File: config.mk
export PLATFORM = sky130hd
export DESIGN_NAME = ternary_neuron_acc_flat
export DESIGN_NICKNAME = d
export VERILOG_FILES = /design/src/rtl/ternary_neuron_acc_if.sv /design/src/rtl/ternary_neuron_acc.sv /design/src/flat_wrapper.sv
export SDC_FILE = /design/constraint.sdc
export NUM_CORES = 1
export LEC_CHECK = 0
export CAP_MARGIN = 20
export CORE_MARGIN = 5
export CORE_UTILIZATION = 40
export CTS_CLUSTER_DIAMETER = 80
export DETAILED_ROUTE_END_ITERATION = 10
export PLACE_DENSITY = 0.61
export SLEW_MARGIN = 25
export SYNTH_ARGS = -nofsm -noshare
export SYNTH_HDL_FRONTEND = slang
export SYNTH_SLANG_ARGS = --single-unit
File: constraint.sdc
create_clock -name clk -period 4.7 [get_ports clk]
set_input_delay 0.94 -clock clk [delete_from_list [all_inputs] [get_ports clk]]
set_output_delay 0.94 -clock clk [all_outputs]
set_load 0.02 [all_outputs]
File: src/rtl/ternary_neuron_acc_if.sv
// Beat / result handshake bundle for the ternary neuron accumulator.
// The master side drives beats and consumes results; the slave side is the
// accumulator itself.
interface ternary_neuron_acc_if #(
  parameter int PC_W  = 5,
  parameter int ACC_W = 10
) ();

  logic              in_valid;
  logic              in_ready;
  logic              in_last;
  logic [PC_W-1:0]   pc_pos;
  logic [PC_W-1:0]   pc_neg;
  logic              out_valid;
  logic              out_ready;
  logic [1:0]        out_act;
  logic [ACC_W-1:0]  out_sum;
  logic              out_sat;

  modport master (
    output in_valid, in_last, pc_pos, pc_neg, out_ready,
    input  in_ready, out_valid, out_act, out_sum, out_sat
  );

  modport slave (
    input  in_valid, in_last, pc_pos, pc_neg, out_ready,
    output in_ready, out_valid, out_act, out_sum, out_sat
  );

endinterface

File: src/rtl/ternary_neuron_acc.sv
// Accumulate-and-activate stage: sums (pc_pos - pc_neg) over a frame with
// saturation, then thresholds the frame sum into a ternary activation
// (01 = +1, 11 = -1, 00 = 0). The result is held until downstream accepts it;
// a new frame's first beat may be taken in the same cycle the result leaves.
module ternary_neuron_acc #(
  parameter int PC_W   = 5,
  parameter int ACC_W  = 10,
  parameter int THR_HI = 2,
  parameter int THR_LO = -3
) (
  input  logic                 clk,
  input  logic                 rst_n,
  ternary_neuron_acc_if.slave  bus
);

  // Two guard bits cover base + diff without overflow before clamping.
  localparam int SUM_W = ACC_W + 2;

  localparam logic signed [SUM_W-1:0] SUM_MAX = {3'b000, {(ACC_W-1){1'b1}}};
  localparam logic signed [SUM_W-1:0] SUM_MIN = {3'b111, {(ACC_W-1){1'b0}}};
  localparam logic [ACC_W-1:0]        ACC_MAX = {1'b0, {(ACC_W-1){1'b1}}};
  localparam logic [ACC_W-1:0]        ACC_MIN = {1'b1, {(ACC_W-1){1'b0}}};
  localparam logic signed [ACC_W-1:0] THR_HI_C = ACC_W'(THR_HI);
  localparam logic signed [ACC_W-1:0] THR_LO_C = ACC_W'(THR_LO);

  typedef enum logic [0:0] {
    ST_ACC  = 1'b0,
    ST_HOLD = 1'b1
  } state_e;

  state_e             state_q, state_d;
  logic [ACC_W-1:0]   acc_q, acc_d;
  logic               first_q, first_d;
  logic               sat_q, sat_d;
  logic               out_valid_q, out_valid_d;
  logic [1:0]         out_act_q, out_act_d;
  logic [ACC_W-1:0]   out_sum_q, out_sum_d;
  logic               out_sat_q, out_sat_d;

  logic               in_ready_s;
  logic               accept_s;
  logic signed [SUM_W-1:0] diff_s;
  logic signed [SUM_W-1:0] base_s;
  logic signed [SUM_W-1:0] sum_s;
  logic [ACC_W-1:0]   nxt_s;
  logic               clamped_s;
  logic               sat_new_s;

  // Ternary activation of a signed frame sum; sums equal to a threshold map to 0.
  function automatic logic [1:0] act_of(input logic [ACC_W-1:0] sum);
    logic signed [ACC_W-1:0] v;
    v = $signed(sum);
    if (v > THR_HI_C) begin
      return 2'b01;
    end else if (v < THR_LO_C) begin
      return 2'b11;
    end else begin
      return 2'b00;
    end
  endfunction

  // Handshake: always ready while accumulating, ready with downstream while holding.
  always_comb begin
    in_ready_s = 1'b1;
    if (state_q == ST_HOLD) begin
      in_ready_s = bus.out_ready;
    end else begin
      in_ready_s = 1'b1;
    end
    accept_s = bus.in_valid & in_ready_s;
  end

  // Datapath: signed difference added to the running sum, clamped to ACC_W bits.
  always_comb begin
    diff_s    = $signed({{(SUM_W-PC_W){1'b0}}, bus.pc_pos})
              - $signed({{(SUM_W-PC_W){1'b0}}, bus.pc_neg});
    base_s    = first_q ? '0 : {{2{acc_q[ACC_W-1]}}, acc_q};
    sum_s     = base_s + diff_s;
    nxt_s     = sum_s[ACC_W-1:0];
    clamped_s = 1'b0;
    if (sum_s > SUM_MAX) begin
      nxt_s     = ACC_MAX;
      clamped_s = 1'b1;
    end else if (sum_s < SUM_MIN) begin
      nxt_s     = ACC_MIN;
      clamped_s = 1'b1;
    end else begin
      nxt_s     = sum_s[ACC_W-1:0];
      clamped_s = 1'b0;
    end
    sat_new_s = (first_q ? 1'b0 : sat_q) | clamped_s;
  end

  // Next-state and result logic for the ACC/HOLD controller.
  always_comb begin
    state_d     = state_q;
    acc_d       = acc_q;
    first_d     = first_q;
    sat_d       = sat_q;
    out_valid_d = out_valid_q;
    out_act_d   = out_act_q;
    out_sum_d   = out_sum_q;
    out_sat_d   = out_sat_q;

    if (accept_s) begin
      acc_d   = nxt_s;
      sat_d   = sat_new_s;
      first_d = bus.in_last;
    end else begin
      acc_d   = acc_q;
    end

    case (state_q)
      ST_ACC: begin
        if (accept_s && bus.in_last) begin
          out_valid_d = 1'b1;
          out_sum_d   = nxt_s;
          out_sat_d   = sat_new_s;
          out_act_d   = act_of(nxt_s);
          state_d     = ST_HOLD;
        end else begin
          state_d     = ST_ACC;
        end
      end
      ST_HOLD: begin
        if (bus.out_ready) begin
          if (accept_s && bus.in_last) begin
            // Result consumed and a single-beat frame completes in the same cycle.
            out_valid_d = 1'b1;
            out_sum_d   = nxt_s;
            out_sat_d   = sat_new_s;
            out_act_d   = act_of(nxt_s);
            state_d     = ST_HOLD;
          end else begin
            out_valid_d = 1'b0;
            state_d     = ST_ACC;
          end
        end else begin
          state_d = ST_HOLD;
        end
      end
      default: begin
        state_d     = ST_ACC;
        out_valid_d = 1'b0;
      end
    endcase
  end

  // State and output registers with asynchronous reset.
  always_ff @(posedge clk or negedge rst_n) begin
    if (!rst_n) begin
      state_q     <= ST_ACC;
      acc_q       <= '0;
      first_q     <= 1'b1;
      sat_q       <= 1'b0;
      out_valid_q <= 1'b0;
      out_act_q   <= 2'b00;
      out_sum_q   <= '0;
      out_sat_q   <= 1'b0;
    end else begin
      state_q     <= state_d;
      acc_q       <= acc_d;
      first_q     <= first_d;
      sat_q       <= sat_d;
      out_valid_q <= out_valid_d;
      out_act_q   <= out_act_d;
      out_sum_q   <= out_sum_d;
      out_sat_q   <= out_sat_d;
    end
  end

  assign bus.in_ready  = in_ready_s;
  assign bus.out_valid = out_valid_q;
  assign bus.out_act   = out_act_q;
  assign bus.out_sum   = out_sum_q;
  assign bus.out_sat   = out_sat_q;

endmodule

File: src/flat_wrapper.sv
// flat-port wrapper written by rule: the top's interface ports become plain ports
module ternary_neuron_acc_flat 
#(
  parameter int PC_W   = 5,
  parameter int ACC_W  = 10,
  parameter int THR_HI = 2,
  parameter int THR_LO = -3
)
  (clk, rst_n, bus_in_valid, bus_in_last, bus_pc_pos, bus_pc_neg, bus_out_ready, bus_in_ready, bus_out_valid, bus_out_act, bus_out_sum, bus_out_sat);
  ternary_neuron_acc_if #(.PC_W(PC_W), .ACC_W(ACC_W)) bus_i ();
  input  logic clk;
  input  logic rst_n;
  input wire logic [$bits(bus_i.in_valid)-1:0] bus_in_valid;
  input wire logic [$bits(bus_i.in_last)-1:0] bus_in_last;
  input wire logic [$bits(bus_i.pc_pos)-1:0] bus_pc_pos;
  input wire logic [$bits(bus_i.pc_neg)-1:0] bus_pc_neg;
  input wire logic [$bits(bus_i.out_ready)-1:0] bus_out_ready;
  output wire logic [$bits(bus_i.in_ready)-1:0] bus_in_ready;
  output wire logic [$bits(bus_i.out_valid)-1:0] bus_out_valid;
  output wire logic [$bits(bus_i.out_act)-1:0] bus_out_act;
  output wire logic [$bits(bus_i.out_sum)-1:0] bus_out_sum;
  output wire logic [$bits(bus_i.out_sat)-1:0] bus_out_sat;
  assign bus_i.in_valid = bus_in_valid;
  assign bus_i.in_last = bus_in_last;
  assign bus_i.pc_pos = bus_pc_pos;
  assign bus_i.pc_neg = bus_pc_neg;
  assign bus_i.out_ready = bus_out_ready;
  assign bus_in_ready = bus_i.in_ready;
  assign bus_out_valid = bus_i.out_valid;
  assign bus_out_act = bus_i.out_act;
  assign bus_out_sum = bus_i.out_sum;
  assign bus_out_sat = bus_i.out_sat;
  ternary_neuron_acc #(.PC_W(PC_W), .ACC_W(ACC_W), .THR_HI(THR_HI), .THR_LO(THR_LO)) u_core (.clk(clk), .rst_n(rst_n), .bus(bus_i));
endmodule
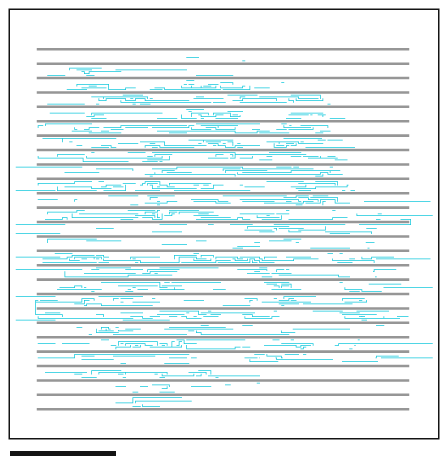
(images/layer_met1.png)
The bar under the picture is 20 um long. Supply wires on this layer in grey.
main direction = horizontal
nets with wire on the layer = 265
share of all routed wire = 56%
wire length on this layer = 2450 um
met1 Usage GRT: 0.227
via count: 1646

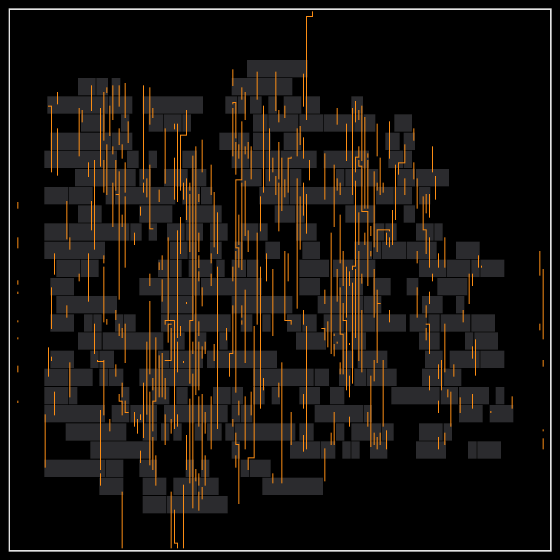
(images/layer_met2.png)
share of all routed wire = 40%
nets with wire on the layer = 231
met2 global-route usage: 0.218
Routed WL: 4.40 mm

==> changes_impl.md <==
### Changed

* Area leader, netlist: dfrtp_1
* First-pass GRT wire length at 7.70 mm
* Routed met1 length at 2.44 mm
* Post-CTS setup buffers at 0
* Met3 Routed Length at 163 um
* Logic inverters at 13
* Final core utilization at 0.508
* Final Cycle Share at 0.930
* R2R setup slack at 1.69 ns
* Switching pwr at 722 uW
* Clk sinks at 27
* Non-filler cells, final at 320
* Post-CTS Hold Fix Bufs at 0
* Clock net power at 131 uW
* Total track usage at 0.148
* Area delta synth->final at 21.0%
* Tool warning count at 27
* Non-clk bufs at 35
* Logic area at 1240 um^2
* Design Power at 1590 uW
* Pre-Repair DR Iteration Count at 4
* # H-tree levels at 1
* CTS Buffer Depth at 2
* Vias in the first global route at 1573
* CTS tree: built
* Kind of critical path: in -> reg
* Most common logic cells in the final layout: nand2_1, clkdlybuf4s50_1, dfrtp_1
* Setup TNS at 0 ns
* Crit path largest cell delay at 0.58 ns
* Critical Path End: u_core.bus.out_act[0]$_DFFE_PN0P_
* Slew margin rel. at 0.430
* Hold Path Cell Cnt at 1
* Cell count after synthesis at 223
* Seq pwr share at 0.249
* Count of cell types in the netlist at 46
* #FFs+latches synth at 27
* CP max-delay cell: or4b_4
* Dpl cells at 316
* Overall die height at 80.9 um
* CP Capture Type: flip-flop
* Gate power share at 0.669
* Yosys simple share at 0.193
* Routed len/inst at 13.8 um
* EDFF count, synth at 0
* Final GP Congestion at 0.829
* Cells along the critical path: clkdlybuf4s50_1 > ha_1 > inv_1 > fa_1 > a21o_1 > a21oi_1 > xnor2_1 > ha_1 > a21o_1 > a21oi_2 > a21oi_1 > or4b_4 > a211oi_2 > and2_1 > o211ai_1
* Top non-seq family: AND-OR/OR-AND gates
* Worst path required time at 4.84 ns
* Unrepaired setup endpoints after global routing: no
* Final hold slack at 0.483 ns
* Via-to-Cell Ratio at 5.14
* Top sig layer: met4
* Final instance area at 2430 um^2
* Post-synthesis cell area at 2010 um^2
* Final-stage net count at 287
* HPWL Detailed at 3.40 mm
* Min cycle time layout at 4.37 ns
* Largest net degree at the start of global routing at 30
* Max Cap Viol at 0
* # clk buffers at 3
* FP Core Util at 0.420
* Largest cell class: multi-input combinational cells
* Clock root buffer: clkbuf_8
* Area post-placement at 2380 um^2
* Status: complete, no violations
* Min-delay src: u_core.bus.out_sum[0]$_DFFE_PN0P_
* Total power per unit cell area at 655 nW/um^2
* Fraction of layout cells with a size suffix above 1 at 0.0949
* Setup WS pre-CTS at 0.0322 ns
* Initial antenna violation count at 0
* Crit path from: bus_pc_neg[0]
* Hold Crit Class: reg -> reg
* ANT cells at 0
* Reg area at 677 um^2
* Row count at 25
* AO/OA Area Share at 0.269
* Final ANT Viol Nets at 0
* Arrival @ worst endpoint at 4.51 ns
* Maximum fanout along the worst path at 4
* Clock power share at 0.083
* Port Buffers at 29
* Worst reg2reg path depth at 10
* CTS Buf Count at 3
* Multiplexer share at 0
* Most common cell in the netlist: nand2_1
* Die Width at 80.9 um
* Top post-synthesis cells by count: nand2_1, dfrtp_1, ha_1, a21o_1, a21oi_1
* Final Max Slew Viols at 0
* Clock buf/inv share at 0.0191
* Core ar. at 4790 um^2
* Buffers and inverters on the worst path at 2
* Flop Count at 27
* Sequential share of cell area at 0.279
* RR Endpoint: u_core.bus.out_act[1]$_DFFE_PN0P_
* Insertion Delay late pin at 0.27 ns
* Yosys xor share at 0.0349
* Seq/Total Area, Yosys at 0.337
* DRT iter0 DRCs at 65
* Pwr top: combinational cells
* Max Clock Freq at 229 MHz
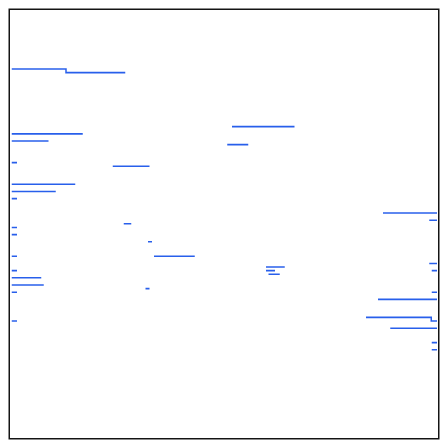
(images/layer_met3.png)
main direction = horizontal
nets with wire on the layer = 32
wire length on this layer = 163 um
longest straight run = 13.1 um
grt met3 use: 0.0188

Power and IR drop assume default switching activity.
